==> src/rtl/mips_pkg.sv <==
// Shared definitions for the MIPS decode stage: opcodes, ALU-op encodings,
// FSM states and the per-instruction control bundle with its decoder.
package mips_pkg;

   localparam int ADDR_W = 5;

   localparam logic [5:0] OP_RTYPE = 6'h00;
   localparam logic [5:0] OP_LW    = 6'h23;
   localparam logic [5:0] OP_SW    = 6'h2B;
   localparam logic [5:0] OP_BEQ   = 6'h04;
   localparam logic [5:0] OP_BNE   = 6'h05;
   localparam logic [5:0] OP_ADDI  = 6'h08;
   localparam logic [5:0] OP_END   = 6'h3F;

   typedef enum logic [1:0] {
      ALU_RTYPE  = 2'b00,
      ALU_BRANCH = 2'b01,
      ALU_ADD    = 2'b11
   } alu_op_e;

   typedef enum logic {
      ST_RUN  = 1'b0,
      ST_HALT = 1'b1
   } dec_state_e;

   typedef struct packed {
      logic    reg_dest;
      logic    branch;
      logic    branch_ne;
      logic    mem_read;
      logic    mem_to_reg;
      logic    mem_write;
      logic    alu_src;
      logic    reg_write;
      logic    is_end;
      logic    illegal;
      logic    rt_used;
      alu_op_e alu_op;
   } ctrl_t;

   // Every field starts from zero so nothing leaks between instructions.
   function automatic ctrl_t decode_ctrl(input logic [5:0] opcode);
      ctrl_t c;
      c = '0;
      c.alu_op = ALU_RTYPE;
      case (opcode)
         OP_RTYPE: begin c.reg_dest = 1'b1; c.reg_write = 1'b1; c.rt_used = 1'b1; end
         OP_LW:    begin c.mem_read = 1'b1; c.mem_to_reg = 1'b1; c.reg_write = 1'b1;
                         c.alu_src = 1'b1; c.alu_op = ALU_ADD; end
         OP_SW:    begin c.mem_write = 1'b1; c.alu_src = 1'b1; c.rt_used = 1'b1;
                         c.alu_op = ALU_ADD; end
         OP_BEQ:   begin c.branch = 1'b1; c.rt_used = 1'b1; c.alu_op = ALU_BRANCH; end
         OP_BNE:   begin c.branch = 1'b1; c.branch_ne = 1'b1; c.rt_used = 1'b1;
                         c.alu_op = ALU_BRANCH; end
         OP_ADDI:  begin c.reg_write = 1'b1; c.alu_src = 1'b1; c.alu_op = ALU_ADD; end
         OP_END:   c.is_end = 1'b1;
         default:  c.illegal = 1'b1;
      endcase
      return c;
   endfunction

endpackage

==> src/rtl/mips_regfile.sv <==
// NUM_REGS x DATA_W register file, two combinational reads, one write port.
// Register 0 and out-of-range addresses read as zero; a same-cycle write bypasses to the reads.
module mips_regfile #(
   parameter int DATA_W   = 32,
   parameter int NUM_REGS = 32
) (
   input  logic              clk,
   input  logic              reset,
   input  logic [4:0]        raddr1,
   input  logic [4:0]        raddr2,
   output logic [DATA_W-1:0] rdata1,
   output logic [DATA_W-1:0] rdata2,
   input  logic              wb_en,
   input  logic [4:0]        wb_addr,
   input  logic [DATA_W-1:0] wb_data
);

   logic [DATA_W-1:0] regs [1:NUM_REGS-1];

   // Writes to r0 or beyond NUM_REGS match no entry and are dropped.
   always_ff @(posedge clk) begin
      if (reset) begin
         for (int i = 1; i < NUM_REGS; i++) regs[i] <= '0;
      end else begin
         for (int i = 1; i < NUM_REGS; i++)
            if (wb_en && wb_addr == 5'(i)) regs[i] <= wb_data;
      end
   end

   always_comb begin
      rdata1 = '0;
      rdata2 = '0;
      for (int i = 1; i < NUM_REGS; i++) begin
         if (raddr1 == 5'(i)) rdata1 = (wb_en && wb_addr == 5'(i)) ? wb_data : regs[i];
         if (raddr2 == 5'(i)) rdata2 = (wb_en && wb_addr == 5'(i)) ? wb_data : regs[i];
      end
   end

endmodule

==> src/rtl/decode_stage_pipelined.sv <==
// MIPS decode stage: field split, control decode, register read, busy-bit
// scoreboard with stall, halt FSM and a one-entry valid/ready output register.
module decode_stage_pipelined
   import mips_pkg::*;
#(
   parameter int DATA_W   = 32,
   parameter int NUM_REGS = 32
) (
   input  logic              clk,
   input  logic              reset,
   input  logic              in_valid,
   output logic              in_ready,
   input  logic [31:0]       in_instr,
   input  logic              wb_en,
   input  logic [4:0]        wb_addr,
   input  logic [DATA_W-1:0] wb_data,
   output logic              out_valid,
   input  logic              out_ready,
   output logic [5:0]        out_opcode,
   output logic [4:0]        out_rs,
   output logic [4:0]        out_rt,
   output logic [4:0]        out_rd,
   output logic [4:0]        out_shamt,
   output logic [5:0]        out_funct,
   output logic [DATA_W-1:0] out_imm,
   output logic [DATA_W-1:0] out_rdata1,
   output logic [DATA_W-1:0] out_rdata2,
   output logic [4:0]        out_wreg,
   output logic              out_reg_dest,
   output logic              out_branch,
   output logic              out_branch_ne,
   output logic              out_mem_read,
   output logic              out_mem_to_reg,
   output logic              out_mem_write,
   output logic              out_alu_src,
   output logic              out_reg_write,
   output logic              out_end,
   output logic              out_illegal,
   output logic [1:0]        out_alu_op,
   output logic              halted
);

   // Handshake: a transfer happens on a cycle where valid and ready are both high;
   // out_* stays stable while out_valid is high and out_ready is low.
   logic [5:0]        opcode;
   logic [4:0]        rs, rt, rd, wreg;
   logic [DATA_W-1:0] imm, rdata1, rdata2;
   ctrl_t             ctrl;
   logic [NUM_REGS-1:0] busy_q, busy_d, clr;
   logic              rs_busy, rt_busy, stall, accept;
   dec_state_e        state_q, state_d;

   assign opcode = in_instr[31:26];
   assign rs     = in_instr[25:21];
   assign rt     = in_instr[20:16];
   assign rd     = in_instr[15:11];
   assign ctrl   = decode_ctrl(opcode);
   assign wreg   = ctrl.reg_dest ? rd : rt;
   assign imm    = (opcode == OP_RTYPE) ? '0 : DATA_W'($signed(in_instr[15:0]));

   mips_regfile #(.DATA_W(DATA_W), .NUM_REGS(NUM_REGS)) u_regfile (
      .clk     (clk),
      .reset   (reset),
      .raddr1  (rs),
      .raddr2  (rt),
      .rdata1  (rdata1),
      .rdata2  (rdata2),
      .wb_en   (wb_en),
      .wb_addr (wb_addr),
      .wb_data (wb_data)
   );

   // A register being written back this cycle is no longer a hazard; a new set wins over a clear.
   always_comb begin
      clr     = '0;
      busy_d  = '0;
      rs_busy = 1'b0;
      rt_busy = 1'b0;
      for (int i = 0; i < NUM_REGS; i++) begin
         clr[i] = wb_en && (wb_addr == 5'(i));
         if (rs == 5'(i)) rs_busy = busy_q[i] && !clr[i];
         if (rt == 5'(i)) rt_busy = busy_q[i] && !clr[i];
         busy_d[i] = (busy_q[i] && !clr[i]) ||
                     (accept && ctrl.reg_write && i != 0 && wreg == 5'(i));
      end
   end

   assign stall    = !(ctrl.is_end || ctrl.illegal) && (rs_busy || (ctrl.rt_used && rt_busy));
   assign in_ready = (state_q == ST_RUN) && !stall && (!out_valid || out_ready);
   assign accept   = in_valid && in_ready;
   assign halted   = (state_q == ST_HALT);

   always_comb begin
      state_d = state_q;
      if (state_q == ST_RUN && accept && ctrl.is_end) state_d = ST_HALT;
   end

   always_ff @(posedge clk) begin
      if (reset) begin
         state_q <= ST_RUN;
         busy_q  <= '0;
      end else begin
         state_q <= state_d;
         busy_q  <= busy_d;
      end
   end

   always_ff @(posedge clk) begin
      if (reset) begin
         out_valid      <= 1'b0;
         out_opcode     <= '0;
         out_rs         <= '0;
         out_rt         <= '0;
         out_rd         <= '0;
         out_shamt      <= '0;
         out_funct      <= '0;
         out_imm        <= '0;
         out_rdata1     <= '0;
         out_rdata2     <= '0;
         out_wreg       <= '0;
         out_reg_dest   <= 1'b0;
         out_branch     <= 1'b0;
         out_branch_ne  <= 1'b0;
         out_mem_read   <= 1'b0;
         out_mem_to_reg <= 1'b0;
         out_mem_write  <= 1'b0;
         out_alu_src    <= 1'b0;
         out_reg_write  <= 1'b0;
         out_end        <= 1'b0;
         out_illegal    <= 1'b0;
         out_alu_op     <= '0;
      end else if (accept) begin
         out_valid      <= 1'b1;
         out_opcode     <= opcode;
         out_rs         <= rs;
         out_rt         <= rt;
         out_rd         <= rd;
         out_shamt      <= in_instr[10:6];
         out_funct      <= in_instr[5:0];
         out_imm        <= imm;
         out_rdata1     <= rdata1;
         out_rdata2     <= rdata2;
         out_wreg       <= wreg;
         out_reg_dest   <= ctrl.reg_dest;
         out_branch     <= ctrl.branch;
         out_branch_ne  <= ctrl.branch_ne;
         out_mem_read   <= ctrl.mem_read;
         out_mem_to_reg <= ctrl.mem_to_reg;
         out_mem_write  <= ctrl.mem_write;
         out_alu_src    <= ctrl.alu_src;
         out_reg_write  <= ctrl.reg_write;
         out_end        <= ctrl.is_end;
         out_illegal    <= ctrl.illegal;
         out_alu_op     <= ctrl.alu_op;
      end else if (out_ready) begin
         out_valid <= 1'b0;
      end
   end

endmodule

==> config.mk <==
export PLATFORM = sky130hd
export DESIGN_NAME = decode_stage_pipelined
export DESIGN_NICKNAME = d
export VERILOG_FILES = /design/src/rtl/mips_pkg.sv /design/src/rtl/mips_regfile.sv /design/src/rtl/decode_stage_pipelined.sv
export SDC_FILE = /design/constraint.sdc
export NUM_CORES = 2
export LEC_CHECK = 0
export CAP_MARGIN = 20
export CORE_MARGIN = 4
export CORE_UTILIZATION = 30
export DETAILED_ROUTE_END_ITERATION = 16
export REMOVE_ABC_BUFFERS = 1
export SLEW_MARGIN = 20
export SYNTH_ARGS = -nofsm -noshare
export SYNTH_HDL_FRONTEND = slang
export SYNTH_SLANG_ARGS = --single-unit
==> constraint.sdc <==
create_clock -name clk -period 4.04 [get_ports clk]
set_input_delay 0.606 -clock clk [delete_from_list [all_inputs] [get_ports clk]]
set_output_delay 0.606 -clock clk [all_outputs]
set_load 0.01 [all_outputs]
congestion_map.png
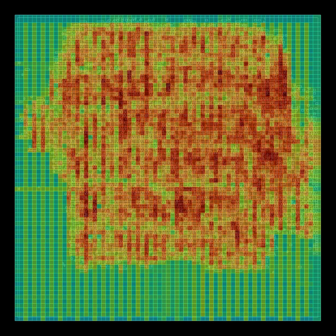
Final Util: 38.5%
global-route usage over all layers: 25.8%
grt met1 use: 34.5%
mean routed wirelength per cell: 29.6 um

clock_wires.png
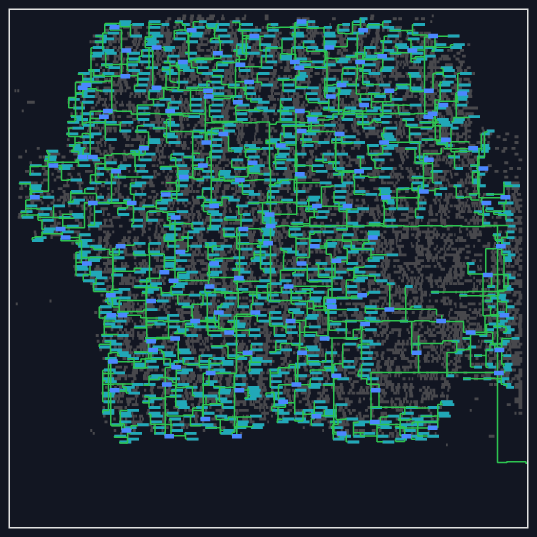
[clock wires] green | length: 17700 um
[flip-flops] cyan | count: 1153
[clock-net drivers] blue | count: 138
routed clock nets	139
flops lie	all over the die

==> flow_summary.ini <==
; generated from flow reports
[power_and_ir_drop]
switching_share_pct = 27.8
power_combinational_mw = 4.81
ir_drop_mv = 0.332
total_power_mw = 31.4
p_switching_mw = 8.72
clkPwrFrac_pct = 40.4
power_leader = registers
cellPowerDensity_nw_per_um2 = 355
p_int_mw = 22.7
pwr-share-comb_pct = 15.3

[yosys]
synth.most_common_cell = and2_1
synth.avg_cell_area_um2 = 10.2
yosys_area_um2 = 69200
synth_warnings = 0
ys_sh_adder_pct = 0
compound_area_share_pct = 16.5
logic_family = simple AND/OR/NAND/NOR gates
largest_area_cell = edfxtp_1
ys_sh_xor_pct = 0.0127
top_cell_area_share_pct = 43.0
async_flop_share_pct = 0

[drt]
routed.top_layer = met5
first_pass_iters = 9
met1_length_um = 131000
drc = 0

[outcome]
violations = negative setup slack
status = finished, violations left

[worst_setup_path]
crit_required_ps = 3430
worstPathArrival_ps = 3520
crit_path_max_incr_delay_ps = 470
reg2reg_depth = 10
cpMostUsedCell = buf_6
endpoint = in_ready
crit_family = buffers and inverters
critPathBufInv = 9
critPathCaptureType = output pin
critPathMaxFanout = 8
reg2reg_from = busy_q[2]
worst_path_max_delay_cell = clkdlybuf4s50_1
path_class = primary input to output pin

[flow_run]
drv_cap = 0
tool_warnings = 29

[worst_hold_path]
min-delay-start = wb_data[9]
hold_path.class = primary input to flip-flop
holdPathStages = 2

[cts]
root_buffer = clkbuf_16
clockBufferDepth = 3
htree_levels = 4
clk_pin_slew_worst_paths_ps = 60
post-cts-setup-buffers = 3
cts_tree = yes
holdBufCountCts = 0

[sta]
hold_slack_ps = 236
setup_viol_count_final = 1
slew_violations = 0
fmax_mhz = 243
tns_ps = -83.4
relSlewSlack_pct = 25.4
setup_ws_ps = -83.4
worst_slew_pin_slew_ps = 1120
fin_crit_ps = 4120

[grt]
grt_max_degree = 61
overflow = 0
grt_pass1_wl_um = 454000
grt_pass1_vias = 61640
grt_util_met3_pct = 4.09
grt.busiest_layer = met2
grt_util_met2_pct = 40.2
grt_antenna_before_repair = 24

[floorplanning]
rows = 176
coreArea_um2 = 230000
fp-utilization_pct = 30.1
die_h_um = 488
io_pins = 222

[placed_design]
dp_slack_ps = -1240
gp_congestion = 0.995
placed_area_um2 = 83700
dp.cells = 10574
hpwl_um = 225000

[finish]
area_growth_pct = 27.8
nFillCells = 22328
layout-drive-gt1-share_pct = 23.1
nets = 7770
layout_top_cells = 1218 x buf_4, 1001 x and2_1, 992 x edfxtp_1
fin_area_um2 = 88500
[kinds of logic after synthesis]
group	after synthesis
buf+inv	840
xor+xnor	1
compound gates	1701
flops	1153
mux	920
simple gates	2174
[flip-flops by register name, indices dropped and copies added, names as in the netlist, 5 cells and up]
name,flops
u_regfile.regs,992
busy_q,32
out_rdata1,32
out_rdata2,32
out_imm,16
out_funct,6
out_opcode,6
out_rd,5
out_rs,5
out_rt,5
out_shamt,5
out_wreg,5
[layout make-up]
type / instances / area [um2] / area share [%]
multi-input combinational: 4796 / 33400 / 37.8
sequential: 1153 / 33000 / 37.3
timing repair buffer: 1565 / 13600 / 15.4
tap: 3026 / 3790 / 4.28
clock buffer: 178 / 3690 / 4.17
clock inverter: 70 / 743 / 0.840
inverter: 42 / 158 / 0.178
antenna: 11 / 27.5 / 0.0311
Power figures rest on the tool's default switching activity, not on a simulated workload.
